===== config.mk =====
export PLATFORM = sky130hd
export DESIGN_NAME = rx_ctrl
export DESIGN_NICKNAME = d
export VERILOG_FILES = /design/src/rtl/rx_ctrl_pkg.sv /design/src/rtl/rx_ctrl_sync_fifo.sv /design/src/rtl/rx_ctrl.sv
export SDC_FILE = /design/constraint.sdc
export NUM_CORES = 1
export LEC_CHECK = 0
export CORE_ASPECT_RATIO = 1.1
export CORE_UTILIZATION = 55
export CTS_CLUSTER_SIZE = 16
export DETAILED_ROUTE_END_ITERATION = 8
export PLACE_DENSITY = 0.89
export REMOVE_ABC_BUFFERS = 1
export SETUP_SLACK_MARGIN = 0.05
export SLEW_MARGIN = 20
export SYNTH_ARGS = -nofsm -noshare
export SYNTH_HDL_FRONTEND = slang
export SYNTH_SLANG_ARGS = --single-unit

===== constraint.sdc =====
create_clock -name clk -period 3.85 [get_ports clk]
set_clock_uncertainty 0.15 [all_clocks]
set_input_delay 0.9625 -clock clk [delete_from_list [all_inputs] [get_ports clk]]
set_output_delay 0.9625 -clock clk [all_outputs]
set_load 0.05 [all_outputs]

===== src/rtl/rx_ctrl_pkg.sv =====
// Shared types for the UART receive-side controller: FSM states and the
// 9-bit buffered entry layout {perr, data}.
package rx_ctrl_pkg;

    typedef enum logic [1:0] {
        FLUSH,
        IDLE,
        ACK
    } rx_ctrl_state_t;

    localparam int ENTRY_W = 9;

    typedef struct packed {
        logic       perr;
        logic [7:0] data;
    } rx_entry_t;

endpackage


===== src/rtl/rx_ctrl_sync_fifo.sv =====
// First-word-fall-through synchronous FIFO. The head entry is read
// combinationally from storage. Pointers carry one extra wrap bit so that
// full and empty can be told apart without a separate occupancy counter.
module sync_fifo #(
    parameter int WIDTH = 9,
    parameter int DEPTH = 4
) (
    input  logic             clk,
    input  logic             rst,
    input  logic             push,
    input  logic             pop,
    input  logic [WIDTH-1:0] din,
    output logic [WIDTH-1:0] dout,
    output logic             full,
    output logic             empty
);

    localparam int AW = $clog2(DEPTH);
    localparam logic [AW:0] PTR_ONE = {{AW{1'b0}}, 1'b1};

    logic [WIDTH-1:0] mem [DEPTH];
    logic [AW:0]      wr_ptr_reg;
    logic [AW:0]      rd_ptr_reg;
    logic             pop_ok;
    logic             push_ok;

    assign empty = (wr_ptr_reg == rd_ptr_reg);
    assign full  = (wr_ptr_reg[AW] != rd_ptr_reg[AW]) &&
                   (wr_ptr_reg[AW-1:0] == rd_ptr_reg[AW-1:0]);

    // A pop frees the head slot in the same cycle, so a push into a full
    // FIFO is still accepted when it coincides with a pop.
    assign pop_ok  = pop && !empty;
    assign push_ok = push && (!full || pop_ok);

    assign dout = mem[rd_ptr_reg[AW-1:0]];

    // Storage write port; contents need no reset since empty masks them.
    always_ff @(posedge clk) begin
        if (push_ok) begin
            mem[wr_ptr_reg[AW-1:0]] <= din;
        end
    end

    // Pointer update; both pointers wrap naturally through the extra bit.
    always_ff @(posedge clk) begin
        if (rst) begin
            wr_ptr_reg <= '0;
            rd_ptr_reg <= '0;
        end else begin
            if (push_ok) begin
                wr_ptr_reg <= wr_ptr_reg + PTR_ONE;
            end
            if (pop_ok) begin
                rd_ptr_reg <= rd_ptr_reg + PTR_ONE;
            end
        end
    end

endmodule


===== src/rtl/rx_ctrl.sv =====
// Receive-side controller: runs the Receive/ReceiveAck four-phase handshake
// with the UART rx block, captures each byte exactly once, tags it with its
// parity status, buffers it, and keeps wrap-around character/error counts.
module rx_ctrl
    import rx_ctrl_pkg::*;
#(
    parameter int FIFO_DEPTH     = 4,
    parameter int DROP_ON_PARITY = 0
) (
    input  logic       clk,
    input  logic       rst,
    input  logic       rx_receive,
    input  logic [7:0] rx_dout,
    input  logic       rx_parity_err,
    output logic       rx_ack,
    output logic [7:0] data_out,
    output logic       data_perr,
    output logic       data_valid,
    input  logic       data_ready,
    output logic [7:0] char_count,
    output logic [7:0] err_count,
    output logic       overflow
);

    rx_ctrl_state_t state_reg;
    rx_ctrl_state_t state_next;

    logic       capture;
    logic       want_push;
    logic       push_fire;
    logic       pop_fire;
    logic       byte_lost;
    logic       fifo_full;
    logic       fifo_empty;
    rx_entry_t  entry_in;
    rx_entry_t  entry_out;

    logic       rx_ack_reg;
    logic [7:0] char_count_reg;
    logic [7:0] err_count_reg;
    logic       overflow_reg;

    // Next-state logic; a capture happens only on the IDLE->ACK transition.
    always_comb begin
        state_next = state_reg;
        capture    = 1'b0;
        case (state_reg)
            FLUSH: begin
                // Wait out any byte still held across reset.
                if (!rx_receive) begin
                    state_next = IDLE;
                end
            end
            IDLE: begin
                if (rx_receive) begin
                    capture    = 1'b1;
                    state_next = ACK;
                end
            end
            ACK: begin
                if (!rx_receive) begin
                    state_next = IDLE;
                end
            end
            default: begin
                state_next = FLUSH;
            end
        endcase
    end

    assign pop_fire  = !fifo_empty && data_ready;
    assign want_push = capture && !((DROP_ON_PARITY != 0) && rx_parity_err);
    assign push_fire = want_push && (!fifo_full || pop_fire);
    assign byte_lost = want_push && fifo_full && !pop_fire;

    assign entry_in.perr = rx_parity_err;
    assign entry_in.data = rx_dout;

    // State register and the registered acknowledge, which mirrors ACK.
    always_ff @(posedge clk) begin
        if (rst) begin
            state_reg  <= FLUSH;
            rx_ack_reg <= 1'b0;
        end else begin
            state_reg  <= state_next;
            rx_ack_reg <= (state_next == ACK);
        end
    end

    // Character/error counters (free-wrapping) and the sticky overflow flag.
    always_ff @(posedge clk) begin
        if (rst) begin
            char_count_reg <= 8'd0;
            err_count_reg  <= 8'd0;
            overflow_reg   <= 1'b0;
        end else begin
            if (capture) begin
                char_count_reg <= char_count_reg + 8'd1;
                if (rx_parity_err) begin
                    err_count_reg <= err_count_reg + 8'd1;
                end
            end
            if (byte_lost) begin
                overflow_reg <= 1'b1;
            end
        end
    end

    sync_fifo #(
        .WIDTH (ENTRY_W),
        .DEPTH (FIFO_DEPTH)
    ) u_fifo (
        .clk   (clk),
        .rst   (rst),
        .push  (push_fire),
        .pop   (pop_fire),
        .din   (entry_in),
        .dout  (entry_out),
        .full  (fifo_full),
        .empty (fifo_empty)
    );

    assign rx_ack     = rx_ack_reg;
    assign data_out   = entry_out.data;
    assign data_perr  = entry_out.perr;
    assign data_valid = !fifo_empty;
    assign char_count = char_count_reg;
    assign err_count  = err_count_reg;
    assign overflow   = overflow_reg;

endmodule


gates.png
Bar = 20 µm.
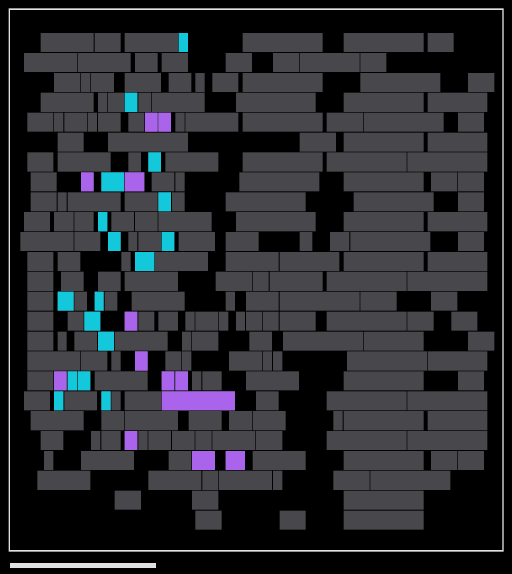
legend:
  nand cells:
    color: cyan
    cells: 17
  aoi and oai cells:
    color: purple
    cells: 13
most used logic cell in the final layout: clkdlybuf4s50_1
multi-input combinational area share: 0.270
Final Non-Filler Cells: 288

ff_map.png
Bar = 20 µm.
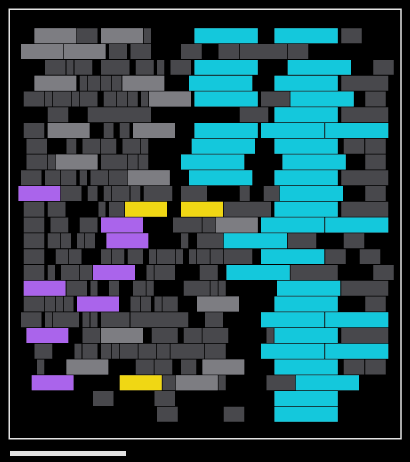
legend:
  u_fifo.wr_ptr_reg:
    color: yellow
    flops: 3
  u_fifo.mem:
    color: cyan
    flops: 36
  char_count:
    color: purple
    flops: 8

clock_nets.png
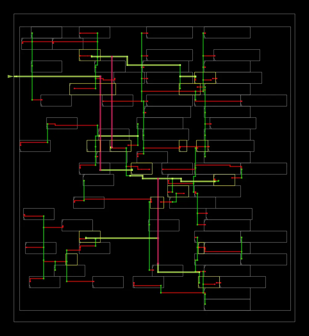
Power Clock: 0.555 mW
Clk Latency, worst-skew pair: 0.33 ns
clkbuf count: 9
Sink Count: 64
Flops: 64

-- placed cells by master, fill, tap and decap left out, types with 3 or more instances in the layout --
cell | netlist | layout
ha_1 | 7 | 7
xnor2_1 | 10 | 10
nor2_1 | 21 | 21
nand2_1 | 6 | 6
o21ai_0 | 3 | 3
clkbuf_8 | 2 | 9
clkdlybuf4s50_1 | 0 | 40
nand4_1 | 3 | 3
or3_1 | 4 | 4
xor2_1 | 9 | 9
inv_1 | 5 | 5
dfxtp_1 | 28 | 28
a21oi_1 | 6 | 6
and2_1 | 3 | 3
nor3_1 | 5 | 5
edfxtp_1 | 36 | 36
mux4_2 | 9 | 9
nand3_1 | 6 | 6
-- worst max-delay path: stages (launching register included) --
cell and delay (ns):
dfxtp_1 0.71, mux4_2 0.59, clkdlybuf4s50_1 0.72
-- final cells by class --
class,instances,share of cell area
Multi-Input combinational cell,107,0.270
Timing Repair Buffer,42,0.130
Clock buffer,9,0.0386
Tap cell,54,0.0211
Inverter,5,0.00585
Clock inverter,7,0.0222
Sequential cell,64,0.512
-- logic make-up (layout without fill, tap and decap cells) --
kind of cell             count (synthesis)  in the layout  synth area share
AND-OR/OR-AND                           13             13            0.0374
AND/OR/NAND/NOR                         56             56             0.108
flip-flops                              64             64             0.637
XOR/XNOR                                20             20            0.0708
adder cells (fa/ha/maj)                  7              7            0.0340
buffers and inverters                   11             63            0.0272
multiplexers                            11             11            0.0864
-- final timing paths --
kind | from | end | slack (ns)
hold reg to reg | overflow | overflow | 0.32
setup / recovery | register | data_out[0] | 0.39
hold / removal | overflow | overflow | 0.32
setup reg to reg | u_fifo.wr_ptr_reg[0] | u_fifo.mem[0][1] | 1.73
-- where the power goes --
part	internal, mW	switching (mW)
clock network	0.298	0.257
logic	0.0628	0.0880
registers	0.732	0.0152
-- through the flow --
stage / std cells / cell area (µm²) / util / setup slack, ns
2_1_floorplan: 176 / 2530 / - / 1.41
3_3_place_gp: 272 / 3010 / 0.683 / 0.774
3_5_place_dp: 272 / 3010 / 0.683 / 0.706
4_1_cts: 288 / 3210 / 0.727 / 0.339
5_1_grt: 288 / 3210 / 0.727 / 0.263
6_report: 288 / 3210 / 0.727 / 0.388
-- metal layers --
metal / vias to the layer above / GRT usage / wire (µm)
li1: 762 / - / -
met1: 739 / 0.228 / 1820
met2: 57 / 0.340 / 2270
met3: 11 / 0.0730 / 278
met4: 0 / 0.102 / 99
met5: - / 0 / 0
==> results.json <==
{
  "finalSetupViolations": 0,
  "topCellsByArea": "edfxtp_1 (42%), dfxtp_1 (22%), mux4_2 (7.9%)",
  "ys_warn_count": 0,
  "fin_crit_ns": 3.46,
  "portBuffers": 40,
  "postCtsSetupBuffers": 0,
  "track_usage": 0.204,
  "first_pass_iters": 4,
  "startpoint_type": "register",
  "drc": 0,
  "cp.arrival_ns": 2.35,
  "worstSetupPathType": "reg -> out",
  "seqCellArea_mm2": 0.00164,
  "wire_per_inst_um": 15.5,
  "hold_depth": 2,
  "cts_root_buf": "clkbuf_8",
  "synthCells": 182,
  "fmax_mhz": 289,
  "ys.flop_type": "edfxtp_1",
  "ys.flops": 64,
  "warning_count": 28,
  "status": "completed",
  "die_w_um": 67.3,
  "gp_congestion": 0.772,
  "rsz0062_at_grt": "no",
  "grt_pass1_wl_um": 7060,
  "largest_register_ffs": 36,
  "drv_cap": 0,
  "total_power_mw": 1.45,
  "postSynthSeqShare": 0.637,
  "hold_path_class": "reg -> reg",
  "cts_buffer_depth": 2,
  "cp.required_ns": 2.74,
  "syn_avg_cell_area_um2": 14.2,
  "ant_nets": 0,
  "clkSlewWorstSetupHoldPaths_ns": 0.07
}
No activity file was given, so power comes from the tool's default toggle rates.
